## config.mk

```make
export PLATFORM = sky130hd
export DESIGN_NAME = mem_port_arbiter_flat
export DESIGN_NICKNAME = d
export VERILOG_FILES = /design/src/rtl/mem_port_arbiter_if.sv /design/src/rtl/mem_port_arbiter.sv /design/src/flat_wrapper.sv
export SDC_FILE = /design/constraint.sdc
export NUM_CORES = 1
export LEC_CHECK = 0
export ABC_AREA = 1
export CORE_ASPECT_RATIO = 1.1
export CORE_MARGIN = 2
export CORE_UTILIZATION = 42
export CTS_CLUSTER_DIAMETER = 80
export CTS_CLUSTER_SIZE = 40
export DETAILED_ROUTE_END_ITERATION = 16
export GPL_TIMING_DRIVEN = 0
export PLACE_DENSITY_LB_ADDON = 0.25
export SLEW_MARGIN = 20
export SYNTH_ARGS = -nofsm -noshare
export SYNTH_HDL_FRONTEND = slang
export SYNTH_SLANG_ARGS = --single-unit
```

## constraint.sdc

```tcl
create_clock -name clk -period 4.58 [get_ports clk]
set_input_delay 0.458 -clock clk [delete_from_list [all_inputs] [get_ports clk]]
set_output_delay 0.458 -clock clk [all_outputs]
set_load 0.02 [all_outputs]
```

## src/rtl/mem_port_arbiter_if.sv

```systemverilog
// Fetch/data request ports, pipeline stall requests and RAM side of the shared
// single-port memory arbiter.
interface mem_port_arbiter_if #(
  parameter int AW = 32,
  parameter int DW = 32
);
  logic          if_req;
  logic [AW-1:0] if_addr;
  logic          if_ack;
  logic [DW-1:0] if_rdata;
  logic          d_req;
  logic          d_we;
  logic [AW-1:0] d_addr;
  logic [DW-1:0] d_wdata;
  logic          d_ack;
  logic [DW-1:0] d_rdata;
  logic          stall_req_if;
  logic          stall_req_mem;
  logic          ram_ce;
  logic          ram_we;
  logic [AW-1:0] ram_addr;
  logic [DW-1:0] ram_wd;
  logic [DW-1:0] ram_rd;

  modport slave (
    input  if_req, if_addr, d_req, d_we, d_addr, d_wdata, ram_rd,
    output if_ack, if_rdata, d_ack, d_rdata, stall_req_if, stall_req_mem,
           ram_ce, ram_we, ram_addr, ram_wd
  );

  modport master (
    output if_req, if_addr, d_req, d_we, d_addr, d_wdata, ram_rd,
    input  if_ack, if_rdata, d_ack, d_rdata, stall_req_if, stall_req_mem,
           ram_ce, ram_we, ram_addr, ram_wd
  );
endinterface

```

## src/rtl/mem_port_arbiter.sv

```systemverilog
// Shares one single-port synchronous RAM between instruction fetch and the MEM
// stage: one transaction at a time, fixed MEM_LAT access, one-cycle ack.
module mem_port_arbiter #(
  parameter int AW      = 32,
  parameter int DW      = 32,
  parameter int MEM_LAT = 2
) (
  input logic              clk,
  input logic              rst,
  mem_port_arbiter_if.slave bus
);
  localparam int CW = $clog2(MEM_LAT + 1);

  localparam logic [1:0] IDLE = 2'd0;
  localparam logic [1:0] BUSY = 2'd1;
  localparam logic [1:0] ACK  = 2'd2;

  logic [1:0]    state;
  logic [CW-1:0] cnt;
  logic          lastGrant;   // 1 = data port won the last grant
  logic          owner;       // 1 = data port owns the in-flight transaction
  logic          latWe;
  logic [AW-1:0] latAddr;
  logic [DW-1:0] latWd;
  logic [DW-1:0] ifRdata;
  logic [DW-1:0] dRdata;
  logic          grantD;
  logic          lastCyc;

  // Data wins when alone or when fetch had the previous grant.
  assign grantD  = bus.d_req & (~bus.if_req | ~lastGrant);
  assign lastCyc = (cnt == CW'(MEM_LAT));

  always_ff @(posedge clk or posedge rst) begin
    if (rst) begin
      state     <= IDLE;
      cnt       <= '0;
      lastGrant <= 1'b0;
      owner     <= 1'b0;
      latWe     <= 1'b0;
      latAddr   <= '0;
      latWd     <= '0;
      ifRdata   <= '0;
      dRdata    <= '0;
    end else begin
      case (state)
        IDLE: if (bus.if_req | bus.d_req) begin
          state     <= BUSY;
          cnt       <= CW'(1);
          owner     <= grantD;
          lastGrant <= grantD;
          latWe     <= grantD & bus.d_we;
          latAddr   <= grantD ? bus.d_addr : bus.if_addr;
          latWd     <= grantD ? bus.d_wdata : latWd;
        end
        BUSY: if (lastCyc) begin
          state <= ACK;
          cnt   <= '0;
          if (!latWe) begin
            if (owner) dRdata  <= bus.ram_rd;
            else       ifRdata <= bus.ram_rd;
          end
        end else begin
          cnt <= cnt + CW'(1);
        end
        ACK:     state <= IDLE;
        default: state <= IDLE;
      endcase
    end
  end

  // RAM address/data come only from the latches, so they hold between accesses.
  assign bus.ram_ce   = (state == BUSY);
  assign bus.ram_we   = (state == BUSY) & latWe;
  assign bus.ram_addr = latAddr;
  assign bus.ram_wd   = latWd;

  assign bus.if_ack   = (state == ACK) & ~owner;
  assign bus.d_ack    = (state == ACK) & owner;
  assign bus.if_rdata = ifRdata;
  assign bus.d_rdata  = dRdata;

  assign bus.stall_req_if  = bus.if_req & ~bus.if_ack;
  assign bus.stall_req_mem = bus.d_req & ~bus.d_ack;
endmodule

```

## src/flat_wrapper.sv

```systemverilog
// flat-port wrapper written by rule: the top's interface ports become plain ports
module mem_port_arbiter_flat 
#(
  parameter int AW      = 32,
  parameter int DW      = 32,
  parameter int MEM_LAT = 2
)
  (clk, rst, bus_if_req, bus_if_addr, bus_d_req, bus_d_we, bus_d_addr, bus_d_wdata, bus_ram_rd, bus_if_ack, bus_if_rdata, bus_d_ack, bus_d_rdata, bus_stall_req_if, bus_stall_req_mem, bus_ram_ce, bus_ram_we, bus_ram_addr, bus_ram_wd);
  mem_port_arbiter_if #(.AW(AW), .DW(DW)) bus_i ();
  input logic clk;
  input logic rst;
  input wire logic [$bits(bus_i.if_req)-1:0] bus_if_req;
  input wire logic [$bits(bus_i.if_addr)-1:0] bus_if_addr;
  input wire logic [$bits(bus_i.d_req)-1:0] bus_d_req;
  input wire logic [$bits(bus_i.d_we)-1:0] bus_d_we;
  input wire logic [$bits(bus_i.d_addr)-1:0] bus_d_addr;
  input wire logic [$bits(bus_i.d_wdata)-1:0] bus_d_wdata;
  input wire logic [$bits(bus_i.ram_rd)-1:0] bus_ram_rd;
  output wire logic [$bits(bus_i.if_ack)-1:0] bus_if_ack;
  output wire logic [$bits(bus_i.if_rdata)-1:0] bus_if_rdata;
  output wire logic [$bits(bus_i.d_ack)-1:0] bus_d_ack;
  output wire logic [$bits(bus_i.d_rdata)-1:0] bus_d_rdata;
  output wire logic [$bits(bus_i.stall_req_if)-1:0] bus_stall_req_if;
  output wire logic [$bits(bus_i.stall_req_mem)-1:0] bus_stall_req_mem;
  output wire logic [$bits(bus_i.ram_ce)-1:0] bus_ram_ce;
  output wire logic [$bits(bus_i.ram_we)-1:0] bus_ram_we;
  output wire logic [$bits(bus_i.ram_addr)-1:0] bus_ram_addr;
  output wire logic [$bits(bus_i.ram_wd)-1:0] bus_ram_wd;
  assign bus_i.if_req = bus_if_req;
  assign bus_i.if_addr = bus_if_addr;
  assign bus_i.d_req = bus_d_req;
  assign bus_i.d_we = bus_d_we;
  assign bus_i.d_addr = bus_d_addr;
  assign bus_i.d_wdata = bus_d_wdata;
  assign bus_i.ram_rd = bus_ram_rd;
  assign bus_if_ack = bus_i.if_ack;
  assign bus_if_rdata = bus_i.if_rdata;
  assign bus_d_ack = bus_i.d_ack;
  assign bus_d_rdata = bus_i.d_rdata;
  assign bus_stall_req_if = bus_i.stall_req_if;
  assign bus_stall_req_mem = bus_i.stall_req_mem;
  assign bus_ram_ce = bus_i.ram_ce;
  assign bus_ram_we = bus_i.ram_we;
  assign bus_ram_addr = bus_i.ram_addr;
  assign bus_ram_wd = bus_i.ram_wd;
  mem_port_arbiter #(.AW(AW), .DW(DW), .MEM_LAT(MEM_LAT)) u_core (.clk(clk), .rst(rst), .bus(bus_i));
endmodule
```

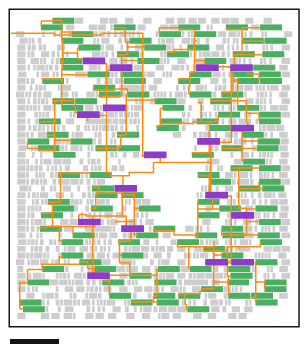
(clock network drawn from the DEF)
Bar = 20 um.
[clock drivers] purple | count: 17
[clock wires] orange | length: 1,670 um
[flip-flops] green | count: 134
flops lie: all over the die
routed clock nets: 18

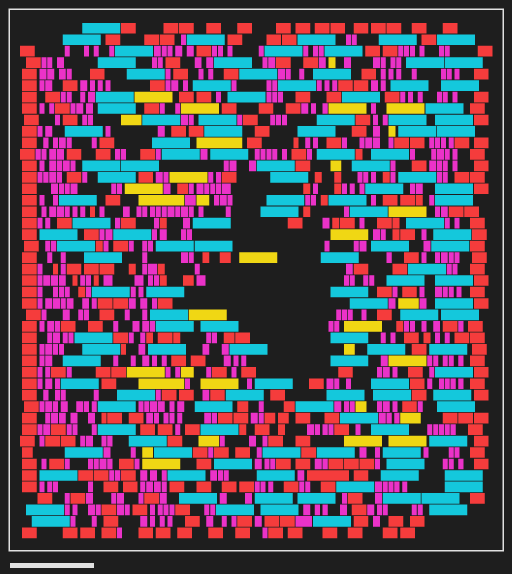
(placed cells, one colour a class)
Bar = 20 um.
[clock drivers and dummy loads] yellow | cells: 32 | share of their area: 6.8%
[flops] cyan | cells: 134 | share of their area: 36%
[other buffers and delay cells] red | cells: 307 | share of their area: 32%
[combinational and other logic] magenta | cells: 564 | share of their area: 25%

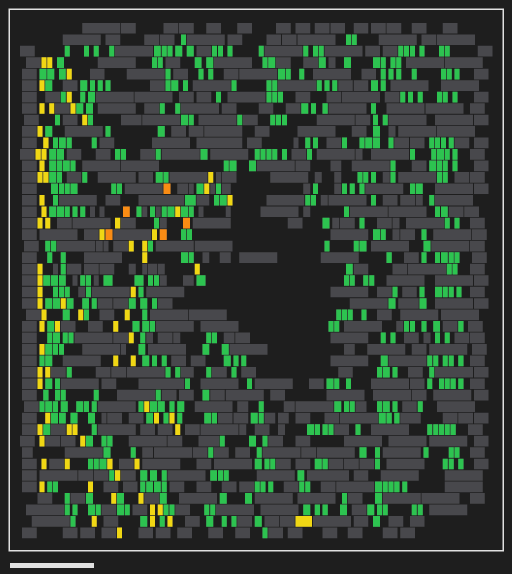
(selected gate families)
Bar = 20 um.
[inverters] yellow | cells: 76 | most used: inv_1
[inverting AOI/OAI gates] orange | cells: 5 | most used: o21ai_0
[NAND gates] green | cells: 471 | most used: nand2_1 | where: all over the die

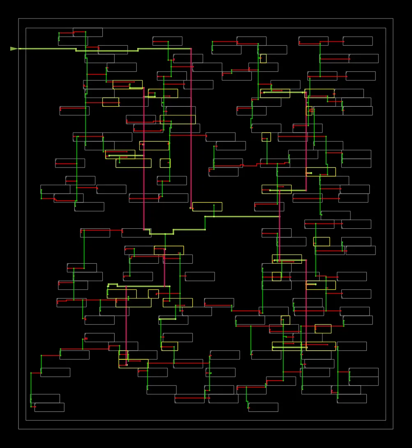
(the clock network)
clk sinks: 134
clock network power: 0.00142 W

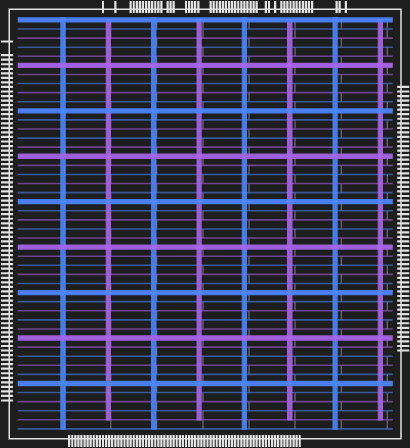
(power grid)
Pins as bars on the die edge. Tap cells in grey.
[VDD] purple
[VSS] blue
met1 rails: 46
tap cells: 188
signal pins: 267
rows: 45

==> results_dict.tcl <==
# collected from the flow reports
set metrics [dict create \
    status "finished clean" \
    cts_buffer_depth 2 \
    routed-wl-met3_um 1470 \
    holdPathStages 4 \
    r2r_end "u_core.bus.if_rdata[7]$_DFFE_PP0P_" \
    largest_class "registers" \
    worst_ir_drop_vdd_v 0.000320 \
    place.gp.congestion 0.814 \
    ys.flops 134 \
    use_met1_pct 27.5 \
    routed.top_layer "met4" \
    ff_type "dfrtp_1" \
    place_ws_ps 2260 \
    async_flop_share_pct 100 \
    min_to "u_core.bus.ram_addr[11]$_DFFE_PP0P_" \
    cp.arrival_ps 1880 \
    relSlewSlack_pct 67.8 \
    setup_slack_ps 2250 \
    yosys_area_mm2 0.00588 \
    met3_usage_pct 8.04 \
    diodes 0 \
    warnings 26 \
    viasPerCell 4.70 \
    drive_gt1_share_pct 7.33 \
    synth.area.mux_share_pct 0 \
    yosys.area_share.aoi_pct 0.426 \
    place_hpwl_um 13100 \
    inverters 76 \
    cts_made_buffers 17 \
    grt_max_degree 69 \
    met1Wirelength_um 6700 \
    drcViolationCount 0 \
    n_clock_buffer 21 \
    synth.yosys.warnings 0 \
    dieArea_mm2 0.0150 \
    fillerInstances 1182 \
    grt_antenna_before_repair 0 \
    top_cell_area_share_pct 57.0 \
    grt_pass1_wl_um 28200 \
    critPathSlowestCell "clkdlybuf4s50_1" \
    ys_seq_share_pct 57.0 \
    crit_fanout 10 \
    placed_area_mm2 0.00880 \
    rrSetupSlack_ps 2930 \
    max_freq_mhz 428 \
    numPortBuffers 265 \
    clk_pin_slew_worst_paths_ps 50 \
    path_cells "buf_4 -> clkbuf_1 -> o21ai_0 -> inv_1 -> clkdlybuf4s50_1" \
    mi_logic_area_mm2 0.00202 \
    crit_family "buffers and inverters" \
    synth.largest_area_cell "dfrtp_1" \
    clock_skew_ps 5.22 \
    critical_path_class "primary input to output port" \
    rsz0062_at_grt "false" \
    area_leaders "dfrtp_1 57%, nand2_1 21%, nand3_1 11%" \
    tightest_slew_ps 484 \
    routed_wl_um 17500 \
    die_y_um 128 \
    comb_share_pct 21.4 \
    synth.avg_cell_area_um2 7.96 \
    setup_viol 0 \
    first_pass_iters 4 \
    hold_path.class "primary input to flop" \
    lay_top_cells "333 x nand2_1, 265 x clkdlybuf4s50_1, 134 x nand3_1, 134 x dfrtp_1, 72 x inv_1" \
    bufAreaShareNonClock_pct 30.7 \
    power.density_mw_per_mm2 719 \
    seq_share_pct 35.6 \
    edf_count 0 \
]
[report_power, final]
| group | internal, W | total [W] | switching (W) | leakage, nW |
|---|---|---|---|---|
| sequential | 0.00177 | 0.00211 | 0.000335 | 1.62 |
| combinational | 0.00144 | 0.00325 | 0.00180 | 2.87 |
| clock | 0.000913 | 0.00142 | 0.000511 | 0.297 |
| total | 0.00413 | 0.00678 | 0.00265 | 4.80 |
[metrics by stage]
stage	std cells	TNS [ps]
floorplan	739	0
global placement	1192	-187580
detailed placement	1193	0
CTS	1225	0
global route	1225	0
finish	1225	0
[state kept, by name, indices dropped and copies added, names as in the netlist]
signal               flops
u_core.latWe             1
u_core.bus.d_rdata      32
u_core.cnt               2
u_core.bus.ram_wd       32
u_core.lastGrant         1
u_core.bus.ram_addr     32
u_core.bus.if_rdata     32
u_core.state             2
No activity file was given, so power comes from the tool's default toggle rates.
